Floorplan with the power grid:
The bar under the picture is 20 um long. Pins as bars on the die edge.
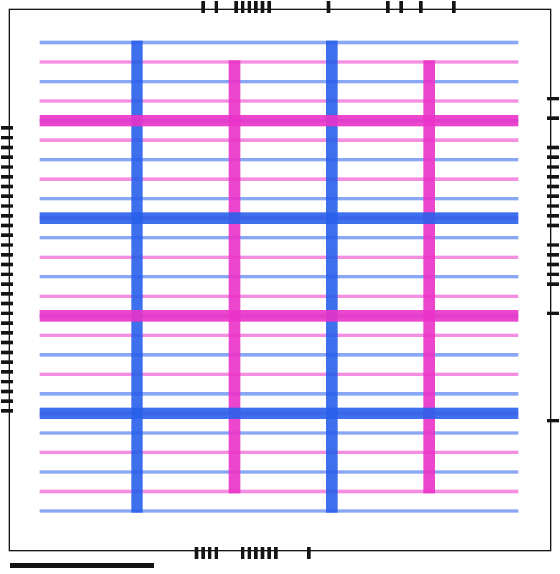
Cells colored by class:
The bar under the picture is 20 um long.
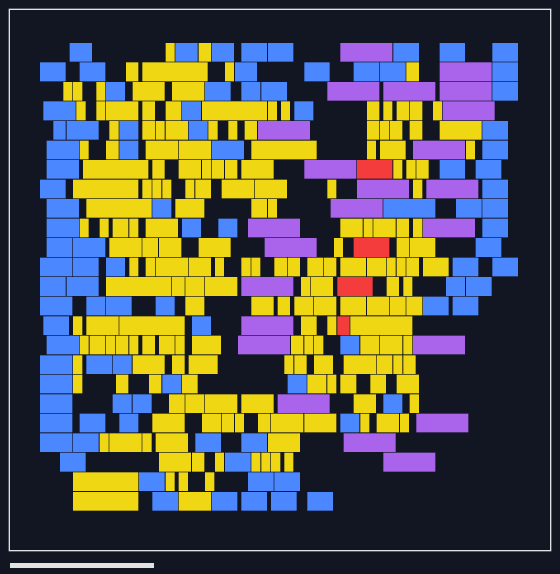
Routed clock nets over the placement:
The bar under the picture is 20 um long.
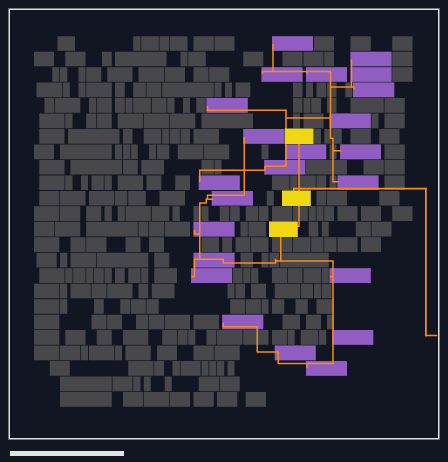
Wiring by layer:
Only two layers are drawn.
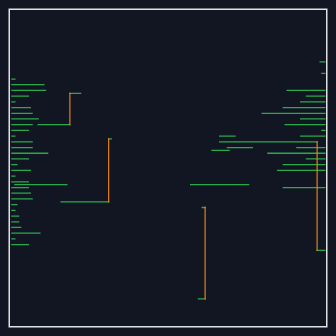
Placement view:
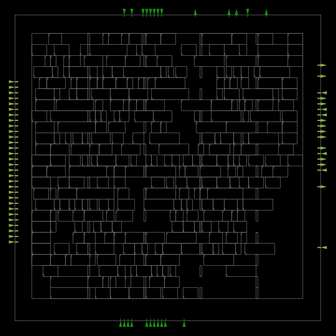
<file path="src/rtl/led_display_scheduler.sv">
// LED display scheduler: walks the LED animator through attract, in-play fuel
// gauge, record celebration and game-over phases, and drives the animator's
// fuel gauge and record strobes. Every output comes straight from a register.
module led_display_scheduler #(
    parameter int SCORE_W         = 16,
    parameter int CELEB_CYCLES    = 50,
    parameter int GAMEOVER_CYCLES = 100
) (
    input  logic               clk,
    input  logic               rst,
    input  logic               game_start,
    input  logic               game_over,
    input  logic [3:0]         fuel_level,
    input  logic [SCORE_W-1:0] final_score,
    input  logic [SCORE_W-1:0] personal_best,
    input  logic [SCORE_W-1:0] global_best,
    output logic [9:0]         fuel_gauge,
    output logic [2:0]         disp_mode,
    output logic               new_personal_best,
    output logic               new_global_best,
    output logic               busy
);

    localparam int MAX_CYCLES = (CELEB_CYCLES > GAMEOVER_CYCLES) ? CELEB_CYCLES : GAMEOVER_CYCLES;
    localparam int CNT_W      = $clog2(MAX_CYCLES + 1);
    localparam logic [CNT_W-1:0] CELEB_LAST    = CNT_W'(CELEB_CYCLES - 1);
    localparam logic [CNT_W-1:0] GAMEOVER_LAST = CNT_W'(GAMEOVER_CYCLES - 1);

    // State codes equal the animator mode codes, so disp_mode is the state register.
    typedef enum logic [2:0] {
        ST_PLAY     = 3'b000,
        ST_IDLE     = 3'b001,
        ST_CELEB_P  = 3'b010,
        ST_CELEB_G  = 3'b011,
        ST_GAMEOVER = 3'b100
    } state_t;

    state_t           state_q, state_d;
    logic [CNT_W-1:0] cnt_q, cnt_d;
    logic [9:0]       gauge_q, gauge_d;
    logic             npb_q, npb_d;
    logic             ngb_q, ngb_d;
    logic             busy_q, busy_d;

    logic [3:0]       fuel_sat;
    logic [9:0]       therm;

    assign fuel_sat = (fuel_level > 4'd10) ? 4'd10 : fuel_level;

    // Thermometer fills from the MSB down: bit (9-gi) lit when level exceeds gi.
    generate
        for (genvar gi = 0; gi < 10; gi++) begin : g_therm
            assign therm[9-gi] = (fuel_sat > 4'(gi));
        end
    endgenerate

    // State register plus all registered outputs; reset also kills pending strobes.
    always_ff @(posedge clk) begin
        if (rst) begin
            state_q <= ST_IDLE;
            cnt_q   <= '0;
            gauge_q <= '0;
            npb_q   <= 1'b0;
            ngb_q   <= 1'b0;
            busy_q  <= 1'b0;
        end else begin
            state_q <= state_d;
            cnt_q   <= cnt_d;
            gauge_q <= gauge_d;
            npb_q   <= npb_d;
            ngb_q   <= ngb_d;
            busy_q  <= busy_d;
        end
    end

    // Next-state and hold-counter logic; game_over wins over game_start in PLAY.
    always_comb begin
        state_d = state_q;
        cnt_d   = cnt_q;
        unique case (state_q)
            ST_IDLE: begin
                if (game_start) begin
                    state_d = ST_PLAY;
                    cnt_d   = '0;
                end
            end
            ST_PLAY: begin
                if (game_over) begin
                    cnt_d = '0;
                    if (final_score > global_best)
                        state_d = ST_CELEB_G;
                    else if (final_score > personal_best)
                        state_d = ST_CELEB_P;
                    else
                        state_d = ST_GAMEOVER;
                end
            end
            ST_CELEB_P, ST_CELEB_G: begin
                if (cnt_q == CELEB_LAST) begin
                    state_d = ST_GAMEOVER;
                    cnt_d   = '0;
                end else begin
                    cnt_d = cnt_q + CNT_W'(1);
                end
            end
            ST_GAMEOVER: begin
                if (game_start) begin
                    state_d = ST_PLAY;
                    cnt_d   = '0;
                end else if (cnt_q == GAMEOVER_LAST) begin
                    state_d = ST_IDLE;
                    cnt_d   = '0;
                end else begin
                    cnt_d = cnt_q + CNT_W'(1);
                end
            end
            default: begin
                state_d = ST_IDLE;
                cnt_d   = '0;
            end
        endcase
    end

    // Output next-values: strobes fire only on the edge that leaves PLAY for a celebration.
    always_comb begin
        npb_d   = (state_q == ST_PLAY) && ((state_d == ST_CELEB_P) || (state_d == ST_CELEB_G));
        ngb_d   = (state_q == ST_PLAY) && (state_d == ST_CELEB_G);
        gauge_d = (state_d == ST_PLAY) ? therm : 10'd0;
        busy_d  = (state_d != ST_IDLE);
    end

    assign disp_mode         = state_q;
    assign fuel_gauge        = gauge_q;
    assign new_personal_best = npb_q;
    assign new_global_best   = ngb_q;
    assign busy              = busy_q;

endmodule

</file>
<file path="config.mk">
export PLATFORM = sky130hd
export DESIGN_NAME = led_display_scheduler
export DESIGN_NICKNAME = d
export VERILOG_FILES = /design/src/rtl/led_display_scheduler.sv
export SDC_FILE = /design/constraint.sdc
export NUM_CORES = 1
export LEC_CHECK = 0
export CORE_MARGIN = 4
export CORE_UTILIZATION = 39
export CTS_CLUSTER_SIZE = 10
export DETAILED_ROUTE_END_ITERATION = 10
export PLACE_DENSITY = 0.82
export SLEW_MARGIN = 15
export SYNTH_ARGS = -nofsm -noshare
export SYNTH_HDL_FRONTEND = slang
export SYNTH_SLANG_ARGS = --single-unit
</file>
<file path="constraint.sdc">
create_clock -name clk -period 2.4 [get_ports clk]
set_clock_uncertainty 0.05 [all_clocks]
set_input_delay 0.48 -clock clk [delete_from_list [all_inputs] [get_ports clk]]
set_output_delay 0.48 -clock clk [all_outputs]
set_load 0.01 [all_outputs]
</file>
==> flow_metrics.tcl <==
# flow metrics
set metrics [dict create \
    start_kind "input pin" \
    min_period_ns 2.32 \
    fin_area_um2 2960 \
    crit_cells 8 \
    enable_flop_cells 0 \
    hold_buffers 0 \
    grt-ovfl-total 0 \
    worst_path_max_delay_cell "or4_4" \
    cts_sinks 23 \
    endpoint "disp_mode[1]" \
    critPathLaunch "global_best[11]" \
    hold_viol_final 0 \
    common_cells "inv_1, ha_1, a21oi_1, dfxtp_1, nor2_1" \
    cp_max_fo 3 \
    outcome "finished, final reports clean" \
    r2r-end "fuel_gauge[1]" \
    postCtsSetupBuffers 1 \
    top_layer "met4" \
    crit_family "simple AND/OR/NAND/NOR gates" \
    min_from "cnt_q[6]" \
    worst_r2r_path_depth 9 \
    yosys.stat.seqShare 0.261 \
    cp_cell_sequence "dlygate4sd2_1 > inv_2 > ha_4 > nand4_1 > or4_4 > or3_4 > a22oi_2 > o22ai_2" \
    fmax_mhz 430 \
    p_leak_nw 1.46 \
    ys_ff 23 \
    pre_cts_slack_ns -0.477 \
    drv_cap 0 \
    antenna_found_initial 0 \
    dieArea_um2 5660 \
    muxShareOfSynthArea 0 \
    htreeDepth 1 \
    diodes 0 \
    ys_sh_adder 0.241 \
    rrSetupSlack_ns 0.15 \
    setup_viol 0 \
    drtIter0Drc 73 \
    vias_per_cell 5.13 \
    placed_cells 363 \
    ys_sh_simple 0.214 \
    ys_sh_aoi 0.170 \
    num_rows 24 \
    portBuffers 71 \
    warnings 27 \
    clock_latency_ns 0.26 \
    grt_util_met2 0.283 \
    wl_per_cell_um 13.1 \
    crit_path_end_kind "register" \
    hold_slack_ns 0.521 \
    layout-drive-gt1-share 0.205 \
    grt_pass1_vias 1789 \
    root_buffer "clkbuf_8" \
]
About 'floorplan with the power grid':
| color | net |
|---|---|
| magenta | VDD |
| blue | VSS |
met4 straps: 4
rows: 24
die width: 75.3 um
core area: 4350 um2
Peak VDD IR: 217 uV
Die H: 75.3 um

About 'cells colored by class':
| color | class | cells | share of their area |
|---|---|---|---|
| purple | sequential cells | 23 | 16% |
| red | clock drivers and dummy loads | 4 | 1.6% |
| blue | remaining buffers and delay cells | 96 | 33% |
| yellow | combinational and other logic | 194 | 50% |

About 'routed clock nets over the placement':
[yellow] clock drivers | count: 3
[purple] flip-flops | count: 23
[orange] clock wires | length: 296 um
routed clock nets: 4

About 'wiring by layer':
| color | layer | wire length |
|---|---|---|
| green | metal 3 | 322 um |
| orange | metal 4 | 70.0 um |

About 'placement view':
flop count: 23
number of fill cells: 338
Seq/total area: 0.156
post-layout util: 0.680

[sequential cells by signal, summed over array words and instances, names as in the netlist]
signal,flops
new_global_best,1
disp_mode,3
cnt_q,7
fuel_gauge,10
new_personal_best,1
busy,1
[where the power goes]
| group | internal [mW] | leakage, nW | switching, mW |
|---|---|---|---|
| registers | 0.409 | 0.188 | 0.0133 |
| logic | 0.250 | 1.25 | 0.189 |
| clock network | 0.116 | 0.0255 | 0.125 |
[final cells by class]
| class | instances | area (um2) | area share |
|---|---|---|---|
| repair buffers | 96 | 943 | 0.319 |
| clock inverters | 1 | 5.00 | 0.00169 |
| clock buffers | 3 | 41.3 | 0.0139 |
| inverters | 39 | 146 | 0.0495 |
| well taps | 52 | 65.1 | 0.0220 |
| multi-input cells | 155 | 1300 | 0.439 |
| flip-flops and latches | 23 | 460 | 0.156 |
Power figures rest on the tool's default switching activity, not on a simulated workload.
